### src/rtl/demux_buf_if.sv
// demux_buf_if: bundles the producer-side and the two consumer-side handshakes of demux_buf.
//   Producer side: in_data, s (0 -> channel a, 1 -> channel b), in_valid, in_ready.
//   Channel a/b:   x_data (head word), x_valid, x_ready, x_cnt (words accepted since reset).
// The slave modport is the buffer's view. The master modport is the view of the
// producer/consumers that surround it.
interface demux_buf_if #(
  parameter int WIDTH = 32,
  parameter int CNT_W = 16
);
  logic [WIDTH-1:0] in_data;
  logic             s;
  logic             in_valid;
  logic             in_ready;
  logic [WIDTH-1:0] a_data;
  logic             a_valid;
  logic             a_ready;
  logic [CNT_W-1:0] a_cnt;
  logic [WIDTH-1:0] b_data;
  logic             b_valid;
  logic             b_ready;
  logic [CNT_W-1:0] b_cnt;

  modport slave (
    input  in_data, s, in_valid, a_ready, b_ready,
    output in_ready, a_data, a_valid, a_cnt, b_data, b_valid, b_cnt
  );

  modport master (
    output in_data, s, in_valid, a_ready, b_ready,
    input  in_ready, a_data, a_valid, a_cnt, b_data, b_valid, b_cnt
  );
endinterface

### src/rtl/demux_buf.sv
// demux_buf: routes each accepted input word into one of two 2-entry FIFOs.
// The select s chooses the FIFO: 0 -> channel a, 1 -> channel b.
// Each channel also keeps a wrapping count of the words it has accepted.
//   clk  - single clock, rising edge
//   rst  - synchronous, active-high; clears all storage, occupancies and counts
//   bus  - demux_buf_if.slave (producer handshake plus channel a/b handshakes and counts)
// Index 0 is channel a and index 1 is channel b.
// Entry 0 of a channel is always its head. A pop shifts entry 1 down only when
// two words are stored. When the last word leaves, entry 0 keeps the popped value.
module demux_buf #(
  parameter int WIDTH = 32,
  parameter int CNT_W = 16
) (
  input  logic         clk,
  input  logic         rst,
  demux_buf_if.slave   bus
);

  logic [1:0]       occ_q [2];
  logic [1:0]       occ_d [2];
  logic [WIDTH-1:0] e0_q  [2];
  logic [WIDTH-1:0] e0_d  [2];
  logic [WIDTH-1:0] e1_q  [2];
  logic [WIDTH-1:0] e1_d  [2];
  logic [CNT_W-1:0] cnt_q [2];
  logic [CNT_W-1:0] cnt_d [2];

  logic             in_ready;
  logic             push;
  logic [1:0]       sel_occ;
  logic [1:0]       rdy;
  logic             do_push;
  logic             do_pop;

  always_comb begin
    sel_occ  = bus.s ? occ_q[1] : occ_q[0];
    // Readiness depends only on the selected channel's occupancy, never on the consumer.
    in_ready = ~rst & (sel_occ != 2'd2);
    push     = bus.in_valid & in_ready;
    rdy[0]   = bus.a_ready;
    rdy[1]   = bus.b_ready;
    do_push  = 1'b0;
    do_pop   = 1'b0;
    for (int c = 0; c < 2; c++) begin
      occ_d[c] = occ_q[c];
      e0_d[c]  = e0_q[c];
      e1_d[c]  = e1_q[c];
      do_push  = push & (bus.s == 1'(c));
      do_pop   = (occ_q[c] != 2'd0) & rdy[c];
      cnt_d[c] = cnt_q[c] + CNT_W'(do_push);
      case (occ_q[c])
        2'd0: begin
          if (do_push) begin
            e0_d[c]  = bus.in_data;
            occ_d[c] = 2'd1;
          end
        end
        2'd1: begin
          if (do_push && do_pop) begin
            e0_d[c] = bus.in_data;
          end else if (do_push) begin
            e1_d[c]  = bus.in_data;
            occ_d[c] = 2'd2;
          end else if (do_pop) begin
            occ_d[c] = 2'd0;
          end
        end
        default: begin
          // A full channel never accepts a push, so only a pop can happen here.
          if (do_pop) begin
            e0_d[c]  = e1_q[c];
            occ_d[c] = 2'd1;
          end
        end
      endcase
    end
  end

  always_ff @(posedge clk) begin
    if (rst) begin
      for (int c = 0; c < 2; c++) begin
        occ_q[c] <= 2'd0;
        e0_q[c]  <= '0;
        e1_q[c]  <= '0;
        cnt_q[c] <= '0;
      end
    end else begin
      for (int c = 0; c < 2; c++) begin
        occ_q[c] <= occ_d[c];
        e0_q[c]  <= e0_d[c];
        e1_q[c]  <= e1_d[c];
        cnt_q[c] <= cnt_d[c];
      end
    end
  end

  assign bus.in_ready = in_ready;
  assign bus.a_data   = e0_q[0];
  assign bus.a_valid  = (occ_q[0] != 2'd0);
  assign bus.a_cnt    = cnt_q[0];
  assign bus.b_data   = e0_q[1];
  assign bus.b_valid  = (occ_q[1] != 2'd0);
  assign bus.b_cnt    = cnt_q[1];

endmodule
### src/flat_wrapper.sv
// flat-port wrapper written by rule: the top's interface ports become plain ports
module demux_buf_flat 
#(
  parameter int WIDTH = 32,
  parameter int CNT_W = 16
)
  (clk, rst, bus_in_data, bus_s, bus_in_valid, bus_a_ready, bus_b_ready, bus_in_ready, bus_a_data, bus_a_valid, bus_a_cnt, bus_b_data, bus_b_valid, bus_b_cnt);
  demux_buf_if #(.WIDTH(WIDTH), .CNT_W(CNT_W)) bus_i ();
  input  logic clk;
  input  logic rst;
  input wire logic [$bits(bus_i.in_data)-1:0] bus_in_data;
  input wire logic [$bits(bus_i.s)-1:0] bus_s;
  input wire logic [$bits(bus_i.in_valid)-1:0] bus_in_valid;
  input wire logic [$bits(bus_i.a_ready)-1:0] bus_a_ready;
  input wire logic [$bits(bus_i.b_ready)-1:0] bus_b_ready;
  output wire logic [$bits(bus_i.in_ready)-1:0] bus_in_ready;
  output wire logic [$bits(bus_i.a_data)-1:0] bus_a_data;
  output wire logic [$bits(bus_i.a_valid)-1:0] bus_a_valid;
  output wire logic [$bits(bus_i.a_cnt)-1:0] bus_a_cnt;
  output wire logic [$bits(bus_i.b_data)-1:0] bus_b_data;
  output wire logic [$bits(bus_i.b_valid)-1:0] bus_b_valid;
  output wire logic [$bits(bus_i.b_cnt)-1:0] bus_b_cnt;
  assign bus_i.in_data = bus_in_data;
  assign bus_i.s = bus_s;
  assign bus_i.in_valid = bus_in_valid;
  assign bus_i.a_ready = bus_a_ready;
  assign bus_i.b_ready = bus_b_ready;
  assign bus_in_ready = bus_i.in_ready;
  assign bus_a_data = bus_i.a_data;
  assign bus_a_valid = bus_i.a_valid;
  assign bus_a_cnt = bus_i.a_cnt;
  assign bus_b_data = bus_i.b_data;
  assign bus_b_valid = bus_i.b_valid;
  assign bus_b_cnt = bus_i.b_cnt;
  demux_buf #(.WIDTH(WIDTH), .CNT_W(CNT_W)) u_core (.clk(clk), .rst(rst), .bus(bus_i));
endmodule
### config.mk
export PLATFORM = sky130hd
export DESIGN_NAME = demux_buf_flat
export DESIGN_NICKNAME = d
export VERILOG_FILES = /design/src/rtl/demux_buf_if.sv /design/src/rtl/demux_buf.sv /design/src/flat_wrapper.sv
export SDC_FILE = /design/constraint.sdc
export NUM_CORES = 1
export LEC_CHECK = 0
export CAP_MARGIN = 20
export CORE_MARGIN = 4
export CORE_UTILIZATION = 55
export CTS_CLUSTER_DIAMETER = 30
export DETAILED_ROUTE_END_ITERATION = 10
export HOLD_SLACK_MARGIN = 0.06
export PLACE_DENSITY = 0.85
export SLEW_MARGIN = 20
export SYNTH_ARGS = -nofsm -noshare
export SYNTH_HDL_FRONTEND = slang
export SYNTH_SLANG_ARGS = --single-unit
### constraint.sdc
create_clock -name clk -period 5.3 [get_ports clk]
set_input_delay 1.06 -clock clk [delete_from_list [all_inputs] [get_ports clk]]
set_output_delay 1.06 -clock clk [all_outputs]
set_load 0.1 [all_outputs]
==> reports/metrics.yaml, run 1 <==
dp_hpwl_um: 11000
seq_area_frac_synth: 0.490
grt_usage: 0.243
holdPathStages: 2
cp.required_ps: 4240
wl_per_cell_um: 16.3
final.period_utilization: 0.710
grt_max_degree: 89
ios: 137
dr_total_vias: 5715
dpl_cell_area_mm2: 0.00809
cap_violations: 0
fp-utilization: 0.561
cts_buffers: 17
warning_count: 27
worst_ep_arrival_time_ps: 2700
synth.avg_cell_area_um2: 8.88
hold_class: "flip-flop to flip-flop"
crit-reg2reg-capture: "u_core.e0_q[0][3]"
status: "finished, final reports clean"
worstHoldEndpoint: "u_core.e1_q[0][26]"
hp-start: "u_core.e1_q[0][26]"
crit_slowest_cell: "clkdlybuf4s50_1"
path_class: "flip-flop to output port"
nNetsFinal: 909
powerDensity_mw_per_mm2: 338
grt-ovfl-total: 0
r2r_setup_slack_ps: 2530
p_leak_nw: 2.81
slew_violations: 0
cts_max_level: 4
post-route-drc-count: 0
fp_nets: 798
reg2reg_depth: 6
postRouteWirelength_um: 16700
start_kind: "flip-flop"
ant_nets: 0
slowest_delay_ps: 1160
area_growth_pct: 29.4
synth.distinct_cells: 34
postCtsHoldBufs: 0
hold_viol_final: 0
r2r_start: "u_core.occ_q[0][1]"
worst_slew_pin_slew_ps: 1020
relSlewSlack: 0.319
hold_ws_ps: 453
synth_warnings: 0
fillCellCount: 909
max_freq_mhz: 266
dr.pass1.iters: 5
rsz0062_at_grt: "false"
dieArea_mm2: 0.0140
cts_resized: 0
post-cts-setup-buffer-count: 0
port-buffer-count: 136
antenna_found_initial: 0
regArea_mm2: 0.00329
cts_buffer_depth: 2
cts_root_buf: "clkbuf_16"
globalplace.congestion: 0.806
drive_gt1_frac: 0.0808
grt_pass1_wl_um: 28000
clk_pin_slew_worst_paths_ps: 60
-- run 1: worst max-delay path by stage --
stage | start | to | slack, ps | depth (start not counted)
after floorplan | rst | bus_in_ready | 560 | 3
after global placement | bus_in_valid | u_core.e0_q[0][3] | 1710 | 6
after detailed placement | bus_s | u_core.e0_q[0][19] | 1600 | 6
after CTS | u_core.occ_q[0][3] | bus_b_valid | 1490 | 3
after global routing | u_core.occ_q[0][3] | bus_b_valid | 1470 | 3
final | u_core.occ_q[0][3] | bus_b_valid | 1540 | 3
-- run 1: through the flow --
stage	worst slack (ps)	total power (W)	instances
finish	1540	0.00293	1026
detailed placement	1600	0.00177	994
global placement	1710	0.00176	994
global route	1470	0.00302	1026
CTS	1490	0.00295	1026
floorplan	558	0.00164	755
-- run 1: flip-flops by register name, indices dropped and copies added (netlist names) --
| register | flops |
|---|---|
| u_core.e1_q | 64 |
| u_core.occ_q | 4 |
| u_core.cnt_q | 32 |
| u_core.e0_q | 64 |
-- run 1: layout make-up --
cell class	instances	share of cell area
inverters	10	0.00433
clock buffers	25	0.0594
repair buffers	144	0.164
clock inverters	7	0.00808
multi-input cells	529	0.365
well taps	147	0.0212
flip-flops and latches	164	0.379
-- run 1: cell usage after synthesis (all sizes together) --
cell type,count,share of area
or3,5,0.0047
o21ai,5,0.0037
nand3,10,0.0075
xor2,4,0.0052
or2,2,0.0019
nand2b,3,0.0028
or3b,1,0.0017
nor4,7,0.0065
a221oi,1,0.0013
a22oi,2,0.0050
a21oi,69,0.052
nand4,5,0.0047
a211oi,67,0.090
nor2,98,0.055
a31oi,1,0.00093
ha,5,0.0093
mux2i,64,0.096
and3,1,0.00093
dfxtp,164,0.49
nand3b,1,0.0011
xnor2,20,0.026
nor3,13,0.010
inv,10,0.0056
nand2,139,0.078
buf,25,0.020
nor2b,5,0.0047
clkbuf,27,0.015
mux2,1,0.0017
-- run 1: worst max-delay path, delay by kind of cell, from the launching register on --
family                 cells  cell delay (ps)
buffers and inverters      2             1710
AND/OR/NAND/NOR            1              250
flip-flops                 1              310
-- run 1: layout by cell type, fill, tap and decap left out, drive strengths merged, types with 13 or more instances in the layout --
master | Yosys | layout
dfxtp | 164 | 164
nand2 | 139 | 139
clkdlybuf4s50 | 0 | 134
nor2 | 98 | 98
a21oi | 69 | 69
a211oi | 67 | 67
mux2i | 64 | 64
clkbuf | 27 | 25
xnor2 | 20 | 20
nor3 | 13 | 13
-- run 1: power by group --
group          switching [W]  total, W  internal (W)
Combinational       0.000336  0.000453      0.000117
Sequential         0.0000212   0.00129       0.00127
Clock               0.000471   0.00119      0.000720
Total               0.000828   0.00293       0.00210
-- run 1: cell families after synthesis --
family	share of synthesized area
AND-OR/OR-AND	0.152
AND/OR/NAND/NOR	0.180
flip-flops	0.490
XOR/XNOR	0.0313
adder cells (fa/ha/maj)	0.00933
buffers and inverters	0.0405
multiplexers	0.0972
-- run 1: per-layer routing --
| metal | global-route usage | routed length (um) | vias to the layer above |
|---|---|---|---|
| met1 | 0.286 | 7040 | 2724 |
| li1 | - | - | 2805 |
| met5 | 0 | 0 | - |
| met3 | 0.0517 | 632 | 35 |
| met2 | 0.425 | 8630 | 151 |
| met4 | 0.111 | 410 | 0 |
Figure 1. PDN straps and rails (run 1).
Pins as bars on the die edge.
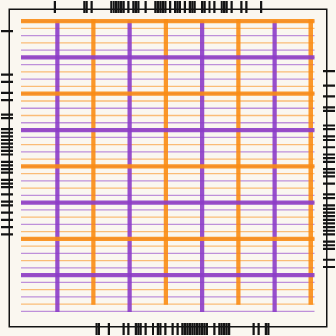
colour	net
orange	VDD
purple	VSS
met4 straps	8
met5 straps	8
met1 rails	41
Die Span X: 118 um
VDD IR-drop max: 0.237 mV
Die Y: 118 um
core area: 0.0120 mm2

Figure 2. Cell classes on the final placement (run 1).
Bar = 20 um.
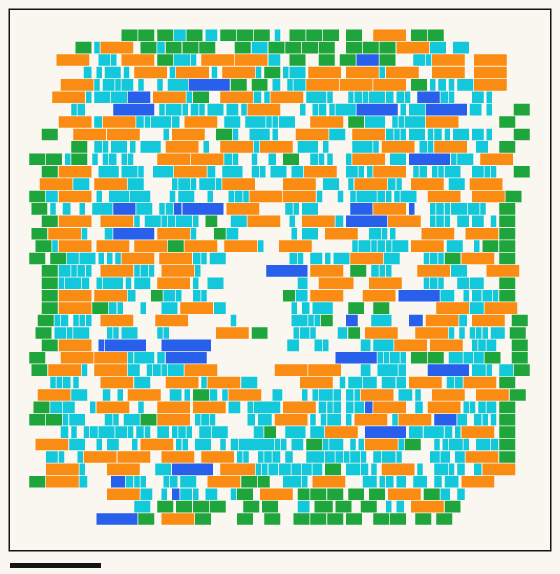
colour	class	cells
cyan	combinational and other logic	539
blue	clock drivers and dummy loads	32
orange	sequential cells	164
green	remaining buffers and delay cells	144
cell row count: 40
final instance area: 0.00868 mm2

Figure 3. Clock network drawn from the DEF (run 1).
Bar = 20 um.
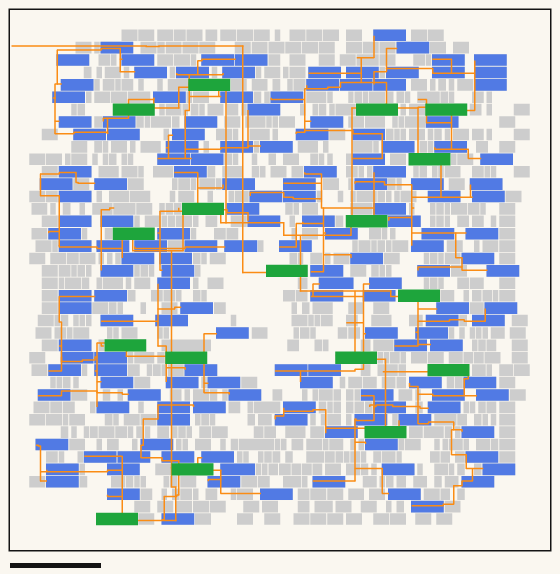
[orange] clock wires | length: 1760 um
[blue] flip-flops | count: 164
[green] clock drivers | count: 17
routed clock nets	18
flops lie	widely spread
Clk. pwr: 0.00119 W
Final Skew: 9.78 ps
proportion of power drawn by the clock network: 0.406
clk ins delay skew pair: 420 ps

==> run 2: changes to the inputs <==
CORE_UTILIZATION = 46   (was 55)
PLACE_DENSITY = 0.76   (was 0.85)
clock period = 3.4 ns   (was 5.3 ns; I/O delays follow)
Figure 4. PDN straps and rails (run 2).
Pins as bars on the die edge.
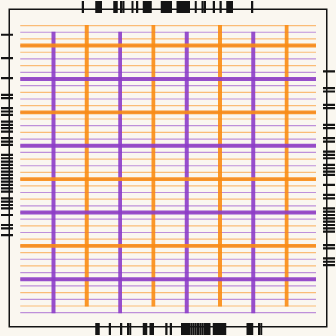
colour	net
purple	VSS
orange	VDD
rows	43
met4 straps	8
signal pins	137
Die Span X: 129 um
Die Y: 129 um
core area: 0.0141 mm2
VDD IR-drop max: 0.341 mV

Figure 5. Cell classes on the final placement (run 2).
Bar = 50 um.
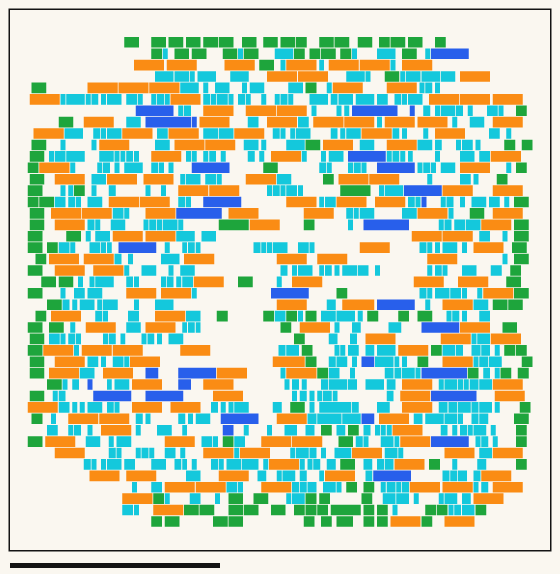
colour	class	cells
orange	sequential cells	164
blue	clock drivers and dummy loads	32
cyan	combinational and other logic	539
green	remaining buffers and delay cells	152
final instance area: 0.00875 mm2
Final Core Density: 0.621
flop share of the area: 0.375
cell row count: 43

==> run 2 against run 1 <==
Register-to-register slack got worse by 1200 ps. First-iteration DRC count shrank 23%. Setup slack got worse by 800 ps. Global-route usage down 4.5 points. Clock skew down 3.7 ps. Flip-flop count unchanged. Die area up 18%. Clock power increased by 82%. Synthesized area unchanged. Wire length is 1.5% lower. Non-clock buffer count rose by 8. Critical path type is now input port to flip-flop.
==> reports/metrics.yaml, run 2 <==
status: "finished, final reports clean"
powerDensity_mw_per_mm2: 558
area_growth_pct: 30.5
swShare: 0.275
synthArstFlopShare: 0
hold_class: "flip-flop to flip-flop"
dieArea_mm2: 0.0166
dp_hpwl_um: 10500
worstHoldEndpoint: "u_core.e1_q[0][16]"
path_class: "input port to flip-flop"
lay_top_count: "dfxtp_1"
synth.distinct_cells: 34
hold_viol_final: 0
port-buffer-count: 136
dr_total_vias: 5569
start_kind: "input port"
synth_top_area_share: 0.490
post-cts-setup-buffer-count: 0
max_freq_mhz: 375
seqPwrFrac: 0.410
worst_ep_arrival_time_ps: 2940
reg2reg_depth: 6
path_depth: 8
fp_nets: 798
fp-utilization: 0.476
topCellsByArea: "dfxtp_1 49%, mux2i_1 9.6%, nand2_1 7.8%"
grt_usage: 0.198
relSlewSlack: 0.345
worst_slew_pin_slew_ps: 980
globalplace.congestion: 0.816
rsz0062_at_grt: "false"
slowest_delay_ps: 520
drive_gt1_frac: 0.151
cts_buffer_depth: 2
yosys-top-cells-count: "164 x dfxtp_1, 139 x nand2_1, 98 x nor2_1, 69 x a21oi_1, 64 x mux2i_1"
synth.avg_cell_area_um2: 8.88
r2r_start: "u_core.occ_q[0][3]"
most_common_cell: "dfxtp_1"
clkLatencyLatePin_ps: 420
holdPathStages: 2
grt-ovfl-total: 0
yosys.area.top_type: "dfxtp_1"
hold_ws_ps: 453
cts_max_level: 4
seq_area_frac_synth: 0.490
cap_violations: 0
finClkSkew_ps: 6.06
ant_nets: 0
fin_cells: 1067
slew_violations: 0
grt_pass1_wl_um: 26300
warning_count: 27
cp.required_ps: 3680
ios: 137
grt_max_degree: 72
dr.pass1.iters: 4
Figure 6. The clock network (run 2).
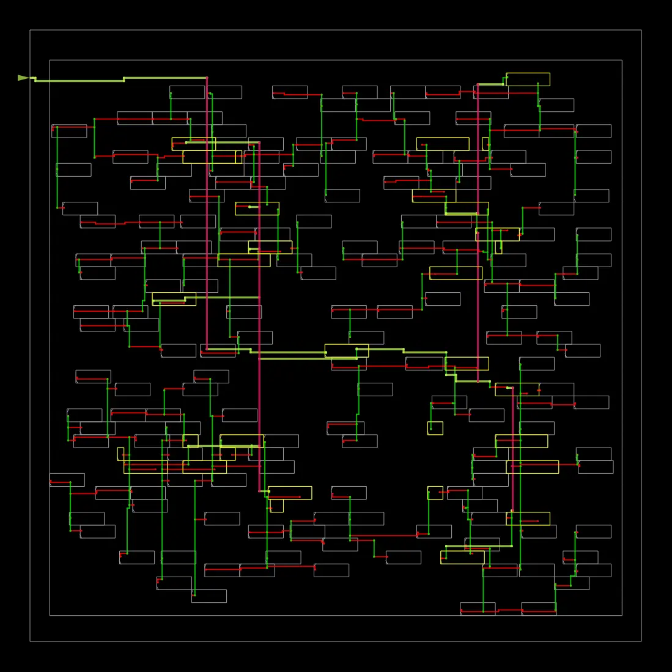
clk sinks: 164
total CTS buffers: 17
registers: 164
Clk. pwr: 0.00217 W

run 2: netlist changes by cell type in the layout (fill, tap and decap cells not counted), sizes merged:
cell	previous run	this run
clkinv	5	1
buf	10	75
bufinv	1	6
clkdlybuf4s50	134	77
clkbuf	25	21
inv	10	13
run 2: routing by layer:
metal / up-vias / wire length [um] / track usage
met2: 138 / 7880 / 0.323
met3: 19 / 768 / 0.0457
li1: 2817 / - / -
met5: - / 12 / 0
met4: 2 / 268 / 0.0729
met1: 2593 / 7530 / 0.258
run 2: worst max-delay path by stage:
stage | startpoint | end | slack [ps]
3_5_place_dp | bus_s | u_core.cnt_q[0][15] | 320
3_3_place_gp | bus_s | u_core.cnt_q[0][15] | 350
4_1_cts | bus_s | u_core.cnt_q[0][15] | 750
6_report | bus_s | u_core.cnt_q[0][15] | 740
5_1_grt | bus_s | u_core.cnt_q[0][15] | 520
2_1_floorplan | rst | bus_in_ready | 390
run 2: kinds of logic (layout without fill, tap and decap cells):
family,count (synthesis),in the layout,share of synthesized area
flip-flops,164,164,0.490
multiplexers,65,65,0.0972
buffers and inverters,62,194,0.0405
adder cells (fa/ha/maj),5,5,0.00933
XOR/XNOR,24,24,0.0313
AND-OR/OR-AND,145,145,0.152
AND/OR/NAND/NOR,290,290,0.180
run 2: through the flow:
step / power (W) / area, um2 / worst slack [ps] / utilization
3_3_place_gp: 0.00275 / 8090 / 355 / 0.574
5_1_grt: 0.00504 / 8750 / 517 / 0.621
4_1_cts: 0.00493 / 8750 / 755 / 0.621
3_5_place_dp: 0.00276 / 8090 / 318 / 0.574
2_1_floorplan: 0.00256 / 6710 / 390 / -
6_report: 0.00489 / 8750 / 736 / 0.621
run 2: cell type report:
cell class,count,area [um2],area share
inverters,10,37.5,0.00429
repair buffers,152,1380,0.157
clock inverters,11,223,0.0254
flip-flops and latches,164,3290,0.375
multi-input cells,529,3170,0.362
clock buffers,21,440,0.0503
well taps,180,225,0.0257
run 2: worst register-to-register path, stage by stage, from the launching register on:
cell and delay, ps:
dfxtp_2 320, buf_4 330, or2_2 410, a22oi_2 160, buf_4 420, nor2_1 110, a211oi_1 250
run 2: power by group through the flow:
stage               Sequential (W)  Clock (W)  Combinational [W]
floorplan                  0.00238          0           0.000180
global placement           0.00205          0           0.000705
detailed placement         0.00205          0           0.000710
CTS                        0.00201    0.00221           0.000713
global route               0.00201    0.00229           0.000743
finish                     0.00201    0.00217           0.000708
==> run 3: changes to the inputs <==
clock period = 2.45 ns   (was 3.4 ns; I/O delays follow)
Figure 7. Clock network drawn from the DEF (run 3).
Bar = 50 um.
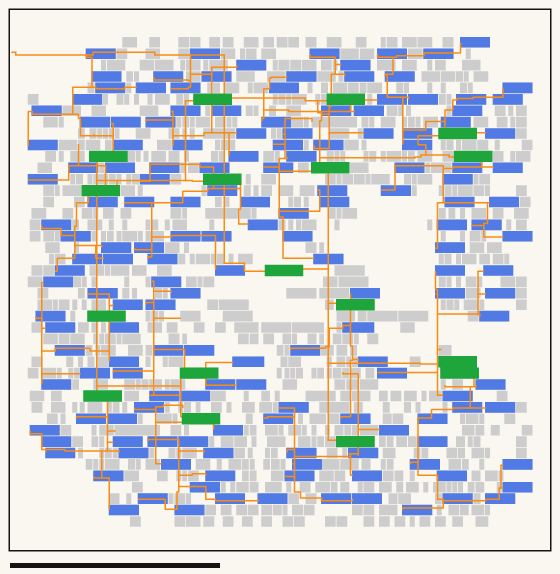
[blue] flip-flops | count: 164
[green] clock drivers | count: 17
[orange] clock wires | length: 1900 um
flops lie	widely spread
clk ins delay skew pair: 430 ps
Final Skew: 13.9 ps
Clk. pwr: 0.00264 W
proportion of power drawn by the clock network: 0.412

Figure 8. PDN straps and rails (run 3).
Pins as bars on the die edge.
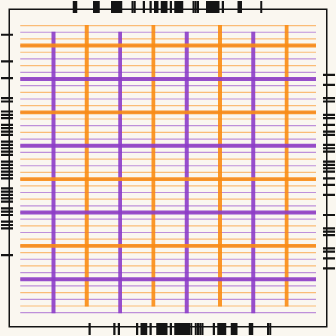
colour	net
purple	VSS
orange	VDD
met1 rails	44
rows	43
VDD IR-drop max: 0.455 mV

==> run 3 against run 2 <==
Global-route usage decreased by 0.18 points. Die area unchanged. Largest power group is now registers. Critical endpoint is now u_core.cnt_q[0][28]. Via count decreased by 0.20%. Critical path depth increased by 2.
==> reports/metrics.yaml, run 3 <==
clk_pin_slew_worst_paths_ps: 60
worst_ep_arrival_time_ps: 2520
synthArstFlopShare: 0
grt_pass1_wl_um: 26300
edf_count: 0
top_regs: "u_core.e0_q: 64 flops, u_core.e1_q: 64 flops, u_core.cnt_q: 32 flops"
dieArea_mm2: 0.0166
powerDensity_mw_per_mm2: 733
fp.dieH_um: 129
dp_slack_ps: -192
dr_total_vias: 5558
synth_top_area_share: 0.490
max_freq_mhz: 446
final.period_utilization: 0.915
grt_max_degree: 85
critPathTopFamily: "simple AND/OR/NAND/NOR gates"
path_class: "input port to flip-flop"
drt_iter0_drc: 290
cts_root_buf: "clkbuf_16"
power_switching_w: 0.00181
grt_usage: 0.196
synth.avg_cell_area_um2: 8.88
start_kind: "input port"
most_common_cell: "dfxtp_1"
status: "finished, final reports clean"
p_int_w: 0.00459
post-cts-setup-buffer-count: 0
ys_cells: 755
clock-sinks: 164
topCellsByArea: "dfxtp_1 49%, mux2i_1 9.6%, nand2_1 7.8%"
path_depth: 10
lay_top_count: "dfxtp_1"
antenna_found_initial: 0
fp_nets: 798
dpl_cell_area_mm2: 0.00814
dr.pass1.iters: 4
area_growth_pct: 30.3
cts_resized: 0
post-route-drc-count: 0
synth_warnings: 0
fin_area_mm2: 0.00873
reg2reg_depth: 9
setup_ws_ps: 209
relSlewSlack: 0.365
critPathBufInv: 2
nNetsFinal: 925
port-buffer-count: 136
ant_nets: 0
dp_hpwl_um: 10500
rsz0062_at_grt: "false"
hold_viol_final: 0
cts_max_level: 4
core_area_mm2: 0.0141
postCtsHoldBufs: 0
synth.distinct_cells: 34
lay_top_cells: "162 x dfxtp_1, 139 x nand2_1, 113 x buf_4"
ios: 137
p_comb_frac: 0.153
hold_class: "flip-flop to flip-flop"
fillCellCount: 1197
die_w_um: 129
globalplace.congestion: 0.761
seq_area_frac_synth: 0.490
grt-ovfl-total: 0
slowest_delay_ps: 500
warning_count: 27
seqPwrFrac: 0.434
wl_per_cell_um: 14.9
crit_slowest_cell: "clkdlybuf4s50_1"
cts_buffer_depth: 2
yosys-top-cells-count: "164 x dfxtp_1, 139 x nand2_1, 98 x nor2_1, 69 x a21oi_1, 64 x mux2i_1"
p_leak_nw: 3.11
drive_gt1_frac: 0.207
swShare: 0.283
flop_cell: "dfxtp_1"
holdPathStages: 2
rows: 43
end_kind: "flip-flop"
slew_violations: 0
ys_seq_elements: 164
fp-utilization: 0.476
cts_buffers: 17
worst_slew_pin_slew_ps: 953
cap_violations: 0
yosys.area.top_type: "dfxtp_1"
postRouteWirelength_um: 16000
cp.required_ps: 2730
Figure 9. Cell classes on the final placement (run 3).
Bar = 50 um.
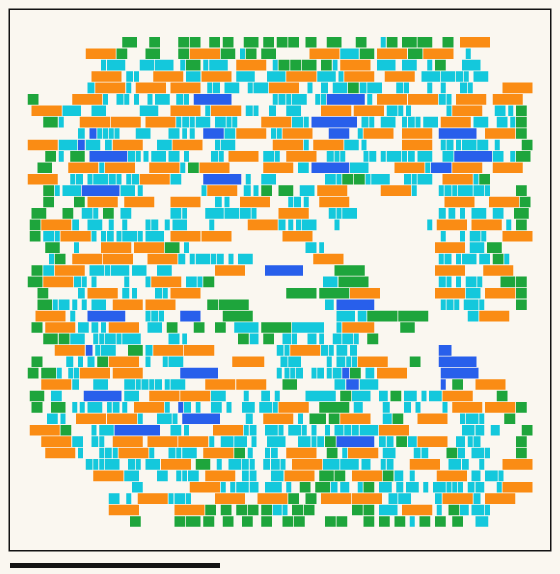
colour	class	cells
green	remaining buffers and delay cells	160
orange	sequential cells	164
blue	clock drivers and dummy loads	31
cyan	combinational and other logic	539
Final Core Density: 0.620
flop share of the area: 0.376

==> run 3: path summary, 6_finish.rpt <==
check / startpoint / to / slack, ps
worst max-delay path: bus_s / u_core.cnt_q[0][28] / 210
worst min-delay path: u_core.e1_q[0][52] / u_core.e1_q[0][52] / 450
worst max register to register: u_core.occ_q[0][3] / u_core.cnt_q[0][28] / 510
worst min register to register: u_core.e1_q[0][52] / u_core.e1_q[0][52] / 450
==> run 3: per-stage QoR <==
stage,instances,hold WS [ps],utilization,total power [W]
floorplan,755,436,-,0.00355
global placement,1043,441,0.578,0.00382
detailed placement,1043,446,0.578,0.00383
CTS,1074,455,0.619,0.00645
global route,1074,469,0.620,0.00663
finish,1074,453,0.620,0.00640
==> run 3: metal layers <==
metal,track usage,routed length (um),vias to the layer above
li1,-,-,2837
met1,0.261,7350,2595
met2,0.313,7650,112
met3,0.0519,838,14
met4,0.0630,189,0
met5,0,0,-
==> run 3: cell families after synthesis <==
family / share of synthesized area
XOR/XNOR: 0.0313
flip-flops: 0.490
AND-OR/OR-AND: 0.152
adder cells (fa/ha/maj): 0.00933
AND/OR/NAND/NOR: 0.180
multiplexers: 0.0972
buffers and inverters: 0.0405
==> run 3: area by class of cell <==
cell class / instances / area [um2] / share of cell area
inverters: 10 / 37.5 / 0.00430
flip-flops and latches: 164 / 3290 / 0.376
clock inverters: 8 / 97.6 / 0.0112
multi-input cells: 529 / 3180 / 0.364
well taps: 180 / 225 / 0.0258
repair buffers: 160 / 1420 / 0.163
clock buffers: 23 / 488 / 0.0559
==> run 3: power groups by stage <==
stage	clock, W	combinational (W)	sequential, W
2_1_floorplan	0	0.000250	0.00330
3_3_place_gp	0	0.000980	0.00284
3_5_place_dp	0	0.000986	0.00284
4_1_cts	0.00268	0.000988	0.00278
5_1_grt	0.00281	0.00103	0.00279
6_report	0.00264	0.000981	0.00278
==> run 3: tightest hold or removal path, stage by stage (launching register included) <==
cell and delay, ps:
dfxtp_1 310, nand2_1 50, a21oi_1 50

## Gallery

Routed metal, one colour a layer.
Only two layers are drawn.
(a)
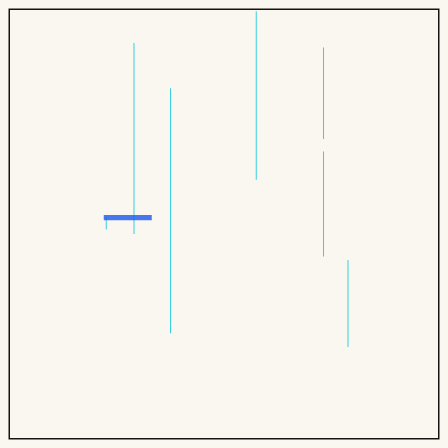
(b)
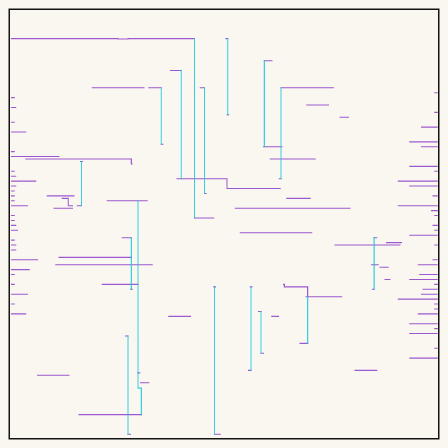
(c)
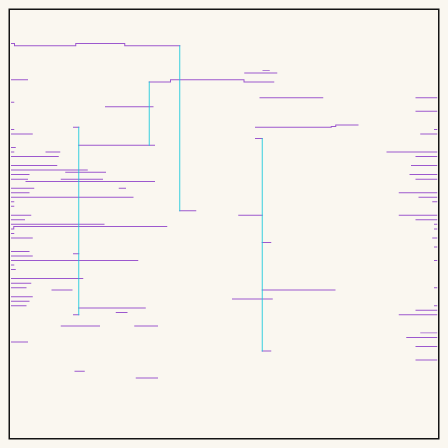
run 3 -> (c)
run 2 -> (a)
run 1 -> (b)

Key to (b):
colour	layer	wire length
cyan	metal 4	411 um
purple	metal 3	632 um

Power and IR drop assume default switching activity.
